`config.mk`:
```
export PLATFORM = sky130hd
export DESIGN_NAME = lane_lzc_stage
export DESIGN_NICKNAME = d
export VERILOG_FILES = /design/src/rtl/fma_pkg.sv /design/src/rtl/chunk_lzc8.sv /design/src/rtl/lane_lzc_stage.sv
export SDC_FILE = /design/constraint.sdc
export NUM_CORES = 1
export LEC_CHECK = 0
export ABC_AREA = 1
export CORE_ASPECT_RATIO = 1.75
export CORE_MARGIN = 5
export CORE_UTILIZATION = 56
export DETAILED_ROUTE_END_ITERATION = 8
export MAX_ROUTING_LAYER = met4
export PLACE_DENSITY = 0.92
export SYNTH_ARGS = -nofsm -noshare
export SYNTH_HDL_FRONTEND = slang
export SYNTH_SLANG_ARGS = --single-unit
export TNS_END_PERCENT = 50
```
`constraint.sdc`:
```
create_clock -name clk -period 11.8 [get_ports clk]
set_clock_uncertainty 0.05 [all_clocks]
set_input_delay 2.36 -clock clk [delete_from_list [all_inputs] [get_ports clk]]
set_output_delay 2.36 -clock clk [all_outputs]
set_load 0.01 [all_outputs]
```
`src/rtl/fma_pkg.sv`:
```
// Shared FMA datapath definitions: precision-mode encodings, lane geometry
// and the chunking used by the leading-zero counter.
package fma_pkg;

   // Datapath width (fixed by the lane map) and shift-amount width.
   localparam int DW = 106;
   localparam int SW = 7;

   // The vector is counted in 8-bit chunks; the last chunk is zero-padded low.
   localparam int CW   = 8;
   localparam int NCH  = (DW + CW - 1) / CW;
   localparam int PADW = NCH * CW;

   // Precision modes; 2'b11 is treated as MODE_DP.
   localparam logic [1:0] MODE_DP  = 2'b00;
   localparam logic [1:0] MODE_HP4 = 2'b01;
   localparam logic [1:0] MODE_SP2 = 2'b10;

   // Four 22-bit lanes on a 28-bit stride; two 48-bit lanes, upper one at bit 58.
   localparam int HP_LANE_W  = 22;
   localparam int HP_STRIDE  = 28;
   localparam int SP_LANE_W  = 48;
   localparam int SP_HI_BASE = 58;

   // Ones on lane bits, zeros on the inter-lane gap bits of the given mode.
   function automatic logic [DW-1:0] lane_mask(input logic [1:0] mode);
      logic [DW-1:0] m;
      m = '1;
      if (mode == MODE_HP4) begin
         for (int i = 0; i < DW; i++) begin
            if ((i % HP_STRIDE) >= HP_LANE_W) m[i] = 1'b0;
         end
      end else if (mode == MODE_SP2) begin
         for (int i = SP_LANE_W; i < SP_HI_BASE; i++) begin
            m[i] = 1'b0;
         end
      end
      return m;
   endfunction

endpackage

```
`src/rtl/chunk_lzc8.sv`:
```
// 8-bit leading-zero counter with all-zero flag; an all-zero chunk reports 8
// so that chunk counts can simply be summed across a lane.
module chunk_lzc8
   import fma_pkg::*;
(
   input  logic [CW-1:0] i_data,
   output logic [3:0]    o_cnt,
   output logic          o_zero
);

   // Scan LSB to MSB so the highest set bit writes the count last.
   always_comb begin
      o_cnt = 4'(CW);
      for (int i = 0; i < CW; i++) begin
         if (i_data[i]) o_cnt = 4'(CW - 1 - i);
      end
   end

   assign o_zero = (i_data == '0);

endmodule

```
`src/rtl/lane_lzc_stage.sv`:
```
// Two-stage multi-precision leading-zero counter feeding the normalize
// shifter. Stage 1 counts 8-bit chunks of the mode-masked vector; stage 2
// folds the chunk counts into per-lane shift amounts and zero flags.
module lane_lzc_stage
   import fma_pkg::*;
(
   input  logic          clk,
   input  logic          rst,
   input  logic          in_valid,
   output logic          in_ready,
   input  logic [DW-1:0] in_data,
   input  logic [1:0]    in_mode,
   output logic          out_valid,
   input  logic          out_ready,
   output logic [DW-1:0] out_data,
   output logic [1:0]    out_mode,
   output logic [SW-1:0] shtamt0,
   output logic [SW-1:0] shtamt1,
   output logic [SW-1:0] shtamt2,
   output logic [SW-1:0] shtamt3,
   output logic [3:0]    lane_zero
);

   // Sum leading chunk counts over chunks f_first..f_last (index 0 = MSB chunk)
   // up to and including the first non-zero chunk, then remove the masked gap
   // bits sitting above the lane MSB in its first chunk. Result MSB = lane zero.
   function automatic logic [SW:0] lane_zc(input logic [NCH-1:0][3:0] cnt,
                                           input logic [NCH-1:0]      zero,
                                           input int                  f_first,
                                           input int                  f_last,
                                           input int                  off);
      logic [SW-1:0] acc;
      logic          found;
      acc   = '0;
      found = 1'b0;
      for (int k = 0; k < NCH; k++) begin
         if (k >= f_first && k <= f_last && !found) begin
            acc = acc + SW'(cnt[k]);
            if (!zero[k]) found = 1'b1;
         end
      end
      if (!found) return {1'b1, {SW{1'b0}}};
      return {1'b0, acc - SW'(off)};
   endfunction

   logic [DW-1:0]          w_masked;
   logic [PADW-1:0]        w_padded;
   logic [NCH-1:0][3:0]    w_cnt;
   logic [NCH-1:0]         w_zero;
   logic [3:0][SW:0]       w_res;
   logic [3:0][SW-1:0]     w_sht;
   logic [3:0]             w_lz;
   logic                   w_s1_load;
   logic                   w_s2_load;

   logic                   r_s1_vld;
   logic [DW-1:0]          r_s1_data;
   logic [1:0]             r_s1_mode;
   logic [NCH-1:0][3:0]    r_s1_cnt;
   logic [NCH-1:0]         r_s1_zero;

   logic                   r_s2_vld;
   logic [DW-1:0]          r_s2_data;
   logic [1:0]             r_s2_mode;
   logic [3:0][SW-1:0]     r_s2_sht;
   logic [3:0]             r_s2_lz;

   // Gap bits are cleared so they never terminate a lane's zero run; with the
   // lane map chosen, no 8-bit chunk ever holds bits of two different lanes.
   assign w_masked = in_data & lane_mask(in_mode);
   assign w_padded = {w_masked, {(PADW - DW){1'b0}}};

   for (genvar k = 0; k < NCH; k++) begin : g_chunk
      chunk_lzc8 u_chunk (
         .i_data (w_padded[PADW-1-CW*k -: CW]),
         .o_cnt  (w_cnt[k]),
         .o_zero (w_zero[k])
      );
   end

   // A stage loads when empty or when its current entry moves on this cycle.
   assign w_s2_load = !r_s2_vld || out_ready;
   assign w_s1_load = !r_s1_vld || w_s2_load;
   assign in_ready  = w_s1_load;

   // Stage 1: capture chunk counts, zero flags, data and mode.
   always_ff @(posedge clk) begin
      if (rst) begin
         r_s1_vld  <= 1'b0;
         r_s1_data <= '0;
         r_s1_mode <= '0;
         r_s1_cnt  <= '0;
         r_s1_zero <= '0;
      end else if (w_s1_load) begin
         r_s1_vld <= in_valid;
         if (in_valid) begin
            r_s1_data <= in_data;
            r_s1_mode <= in_mode;
            r_s1_cnt  <= w_cnt;
            r_s1_zero <= w_zero;
         end
      end
   end

   // Fold chunk results into lanes using the mode registered with this entry;
   // unused lanes stay at count 0 with lane_zero clear.
   always_comb begin
      w_res = '0;
      case (r_s1_mode)
         MODE_HP4: begin
            w_res[3] = lane_zc(r_s1_cnt, r_s1_zero, 0, 2, 0);
            w_res[2] = lane_zc(r_s1_cnt, r_s1_zero, 3, 6, 4);
            w_res[1] = lane_zc(r_s1_cnt, r_s1_zero, 7, 9, 0);
            w_res[0] = lane_zc(r_s1_cnt, r_s1_zero, 10, 13, 4);
         end
         MODE_SP2: begin
            w_res[1] = lane_zc(r_s1_cnt, r_s1_zero, 0, 5, 0);
            w_res[0] = lane_zc(r_s1_cnt, r_s1_zero, 7, 13, 2);
         end
         default: begin
            w_res[0] = lane_zc(r_s1_cnt, r_s1_zero, 0, NCH - 1, 0);
         end
      endcase
   end

   // Split each lane result into its shift amount and zero flag.
   always_comb begin
      w_sht = '0;
      w_lz  = '0;
      for (int n = 0; n < 4; n++) begin
         w_sht[n] = w_res[n][SW-1:0];
         w_lz[n]  = w_res[n][SW];
      end
   end

   // Stage 2: register per-lane results; hold them while downstream stalls.
   always_ff @(posedge clk) begin
      if (rst) begin
         r_s2_vld  <= 1'b0;
         r_s2_data <= '0;
         r_s2_mode <= '0;
         r_s2_sht  <= '0;
         r_s2_lz   <= '0;
      end else if (w_s2_load) begin
         r_s2_vld <= r_s1_vld;
         if (r_s1_vld) begin
            r_s2_data <= r_s1_data;
            r_s2_mode <= r_s1_mode;
            r_s2_sht  <= w_sht;
            r_s2_lz   <= w_lz;
         end
      end
   end

   assign out_valid = r_s2_vld;
   assign out_data  = r_s2_data;
   assign out_mode  = r_s2_mode;
   assign shtamt0   = r_s2_sht[0];
   assign shtamt1   = r_s2_sht[1];
   assign shtamt2   = r_s2_sht[2];
   assign shtamt3   = r_s2_sht[3];
   assign lane_zero = r_s2_lz;

endmodule

```
==> run notes, run 1 <==
The synthesis and place-and-route flow finished, so here is a summary.

In the layout the commonest cells are sky130_fd_sc_hd__nand2_1, sky130_fd_sc_hd__nor2_1, sky130_fd_sc_hd__dfxtp_1. The number of synthesized register bits came out at ~320. The average via count per standard cell came out at ~5.8.

Switching power as a fraction of the total was reported as 0.2694. The post-detailed-placement half-perimeter wirelength is 43990 um. The total area of sequential cells came out at 6327 sq um. The worst hold-check path type is reg -> reg.

The flow ran to the end, and the final reports show no timing, DRC or antenna violations. STA classifies the critical path endpoint as a flip-flop. The capture point of the worst register-to-register path is recorded as shtamt0[6]. The count of plain and timing-repair buffers is about 260. For reference, the final report shows the max-slew violation count at 0.

The class of the most critical setup path is reg -> reg. Ranked by total cell area, the synthesized netlist is headed by sky130_fd_sc_hd__dfxtp_1, sky130_fd_sc_hd__nand2_1, sky130_fd_sc_hd__nor2_1, sky130_fd_sc_hd__o21ai_0, sky130_fd_sc_hd__ha_1. The cell class with the largest area share is combinational gates. The count of non-CTS inverters in the layout came out at 280. The maximum clock frequency is 0.09081 GHz. The synthesized design spends more area on one cell type than any other, namely sky130_fd_sc_hd__dfxtp_1. For this block, the initial DRC count from the detailed router was 1145. The met3 track utilization from global routing is 0.04162.

The number of distinct standard cells referenced by the synthesized netlist is 56. The first-pass GRT wire length is between 90000 and 100000 um.
## run 1: through the flow
stage / area [sq um] / hold WS (ns) / util / worst slack, ns / power (uW)
after floorplan: 17980 / 0.3797 / - / 1.266 / 1361
after global placement: 20650 / 0.3889 / 0.6528 / 0.7760 / 1516
after detailed placement: 20650 / 0.3968 / 0.6528 / 0.5454 / 1529
after CTS: 21670 / 0.4061 / 0.6849 / 0.4793 / 2529
after global routing: 21760 / 0.4148 / 0.6878 / 0.01220 / 2619
final: 21760 / 0.4075 / 0.6879 / 0.7885 / 2529
## run 1: routing by layer
metal / wire length, um / vias to the layer above / part of all wire
li1: - / 8895 / -
met1: 18640 / 8435 / 0.32
met2: 31040 / 807 / 0.53
met3: 3054 / 316 / 0.052
met4: 5695 / 0 / 0.097
met5: 0 / - / 0
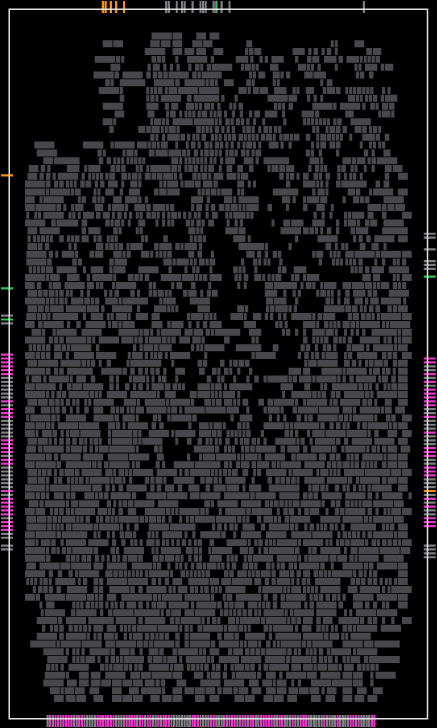
run_1/pins.png
Pins as bars across the die edge, other pins in gray.
legend:
  `shtamt3`:
    color: orange
    pins: 7
    direction: output
    edge: 5 north, 1 west, 1 east
  `lane_zero`:
    color: green
    pins: 4
    direction: output
    edge: 2 west, 1 east, 1 north
  `in_data`:
    color: magenta
    pins: 106
    direction: input
    edge: 59 south, 25 west, 22 east
all pins by edge: 125 south, 55 east, 55 west, 19 north
overall die height: 247.1 um
count of buffers from port buffering: 252
DIE WIDTH: 145.5 um

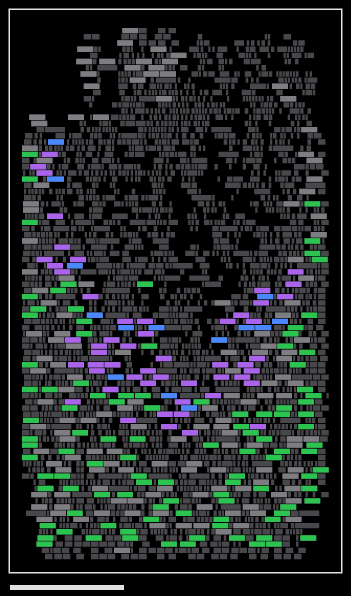
run_1/registers.png
Bar = 50 um. Other sequential cells in the stronger gray, the rest of the logic in the fainter gray.
legend:
  `r_s1_zero`:
    color: blue
    flops: 14
  `r_s1_cnt`:
    color: purple
    flops: 53
  `out_data`:
    color: green
    flops: 106
not colored: 143
flip-flop and latch share of the layout cell area: 0.2907
share of the core filled with cells in the final layout: 0.6879
power consumed by sequential cells: 1170 uW

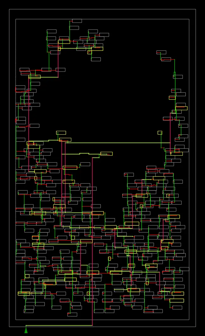
run_1/final_clocks.png
clock insertion delay at the later pin of the skew report: 0.59 ns
Clk power: 1020 uW

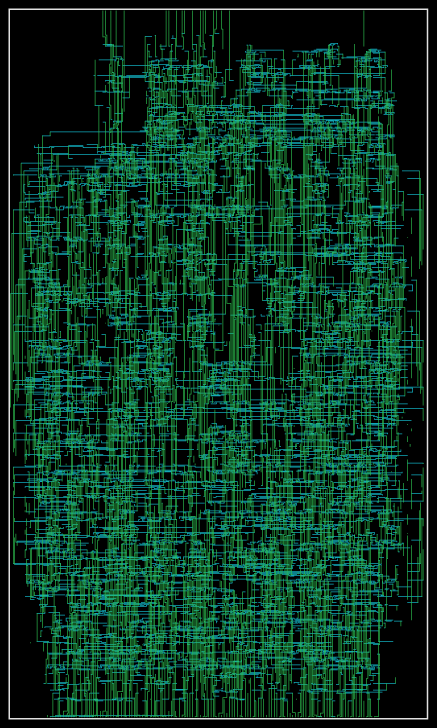
run_1/metal_stack.png
Two of the layers only.
legend:
  met2:
    color: green
    wire_length: 31.0 mm
  met1:
    color: cyan
    wire_length: 18600 um
wire length per cell: 18.22 um
global-route usage over all layers: 0.3204
aggregate routed wire length: 58440 um
total number of vias: 18450

==> run 2, diff against run 1 <==
--- a/config.mk
+++ b/config.mk
@@ -9,6 +9,7 @@
 export CORE_ASPECT_RATIO = 1.75
 export CORE_MARGIN = 5
 export CORE_UTILIZATION = 56
+export CTS_BUF_LIST = sky130_fd_sc_hd__clkbuf_16
 export DETAILED_ROUTE_END_ITERATION = 8
 export MAX_ROUTING_LAYER = met4
 export PLACE_DENSITY = 0.92
==> constraint.sdc (replaced) <==
create_clock -name clk -period 11.5 [get_ports clk]
set_clock_uncertainty 0.05 [all_clocks]
set_input_delay 2.3 -clock clk [delete_from_list [all_inputs] [get_ports clk]]
set_output_delay 2.3 -clock clk [all_outputs]
set_load 0.01 [all_outputs]
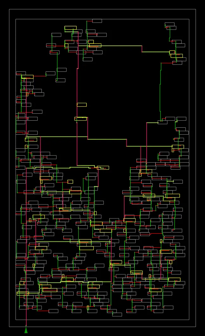
run_2/final_clocks.png
number of buffers created by CTS: 29
clock buffer instance count of the final layout: 29
flip-flops: 316
Clk power: 984 uW

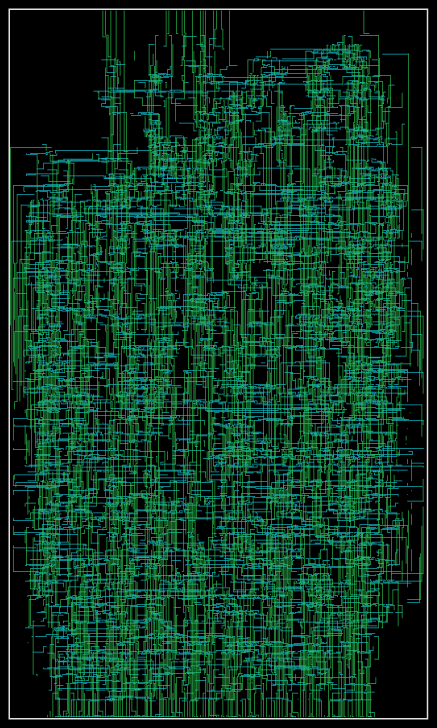
run_2/metal_stack.png
Two of the layers only.
legend:
  met2:
    color: green
    wire_length: 30.7 mm
  met1:
    color: cyan
    wire_length: 19000 um
wire length per cell: 17.89 um
global-route usage over all layers: 0.3155

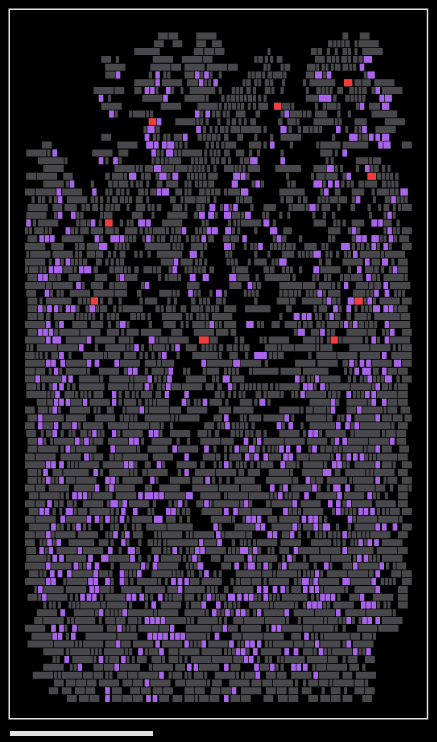
run_2/gate_families.png
Bar = 50 um.
legend:
  inverting AOI/OAI gates:
    color: purple
    cells: 606
    where: all over the die
  AND-OR and OR-AND gates:
    color: red
    cells: 9
multi-input logic portion of the cell area: 0.4748
most numerous logic cell after layout: sky130_fd_sc_hd__nand2_1
Post-Layout Cell Count: 3213

==> run notes, run 2 <==
The synthesis and place-and-route flow finished, so here is a summary.

The average via count per standard cell was 5.741 (-0.20%). The x dimension of the die is 145.5 um (unchanged). The main area contributors are sky130_fd_sc_hd__dfxtp_1, sky130_fd_sc_hd__nand2_1, sky130_fd_sc_hd__nor2_1, sky130_fd_sc_hd__o21ai_0, sky130_fd_sc_hd__ha_1. The final-layout worst hold slack came out at 0.4063 ns (-0.001170 ns). The net count of the finished layout is 3026. Per the cell usage report, the commonest logic cells after layout are sky130_fd_sc_hd__nand2_1, sky130_fd_sc_hd__nor2_1, sky130_fd_sc_hd__dfxtp_1.

The core utilization of the finished layout came out at 0.6887 (+0.0008310). The cell class with the largest area share is combinational gates. After detailed placement, the design holds a cell count of 3151. sky130_fd_sc_hd__dfxtp_1 takes more of the synthesized area than any other cell. The number of synthesized register bits is 316 (unchanged). The met2 wire length is 30650 um (-1.3%).

The first-iteration detailed-routing DRC count came to 1055 (-7.9%). The maximum number of pins on one net before global-route repair is 123. The worst hold-check path type is reg -> reg.

The count of non-CTS inverters in the layout came out at 280 (unchanged). The total area of sequential cells came out at 6327 sq um (unchanged). The number of vias after detailed routing was 18450 (-0.043%). The total power consumption of the routed design is 2537 uW (+0.29%).

The number of buffers inserted by port buffering is 252 (unchanged). The run finished with clean final reports. The launching element of the worst setup path is r_s1_cnt[0].

The worst setup margin came out at 0.5813 ns (-0.2072 ns). The length of routed wiring on met1 was 18980 um (+1.8%). The detailed route wirelength on metal3 is 2626 um (-14%).

The fraction of area in registers came to 0.2904 (-0.0003510). The sequential power is 1200 uW (about the same). The first-pass GRT wire length is 90140 um (-1.0%).

The die extent in y was 247.1 um (unchanged). The post-detailed-placement half-perimeter wirelength came out at 43340 um (-1.5%). The number of distinct standard cells referenced by the synthesized netlist is 56 (unchanged). The met3 track utilization from global routing came out at 0.04052 (-0.001100).

The maximum clock frequency is 0.09159 GHz (+0.85%). The uppermost layer routed is met4. The number of gates resized after CTS is 0. The final routed wirelength across all metal layers is 57490 um (-1.6%).

The endpoint of the worst register-to-register path is shtamt0[6]. The pre-CTS setup slack is 0.2374 ns (-0.3080 ns). The instance count of the mapped netlist came out at 2600.

The class of the most critical setup path is reg -> reg.
## run 2: netlist changes by cell type in the layout (fill, tap and decap cells not counted), sizes merged
| cell | previous run | this run |
|---|---|---|
| buf | 7 | 8 |
| bufinv | 4 | 3 |
| clkbuf | 36 | 29 |
| clkinv | 9 | 12 |
| diode | 4 | 7 |
| inv | 283 | 289 |
## run 2: worst min path at each step
stage / from / endpoint / slack [ns] / depth (start not counted)
4_1_cts: r_s1_data[88] / r_s1_data[88] / 0.41 / 2
3_3_place_gp: r_s1_data[8] / out_data[8] / 0.39 / 2
6_report: r_s1_data[88] / r_s1_data[88] / 0.41 / 2
5_1_grt: shtamt3[4] / shtamt3[4] / 0.43 / 2
2_1_floorplan: r_s1_data[104] / out_data[104] / 0.38 / 2
3_5_place_dp: r_s1_data[88] / r_s1_data[88] / 0.40 / 2
No activity file was given, so power comes from the tool's default toggle rates.
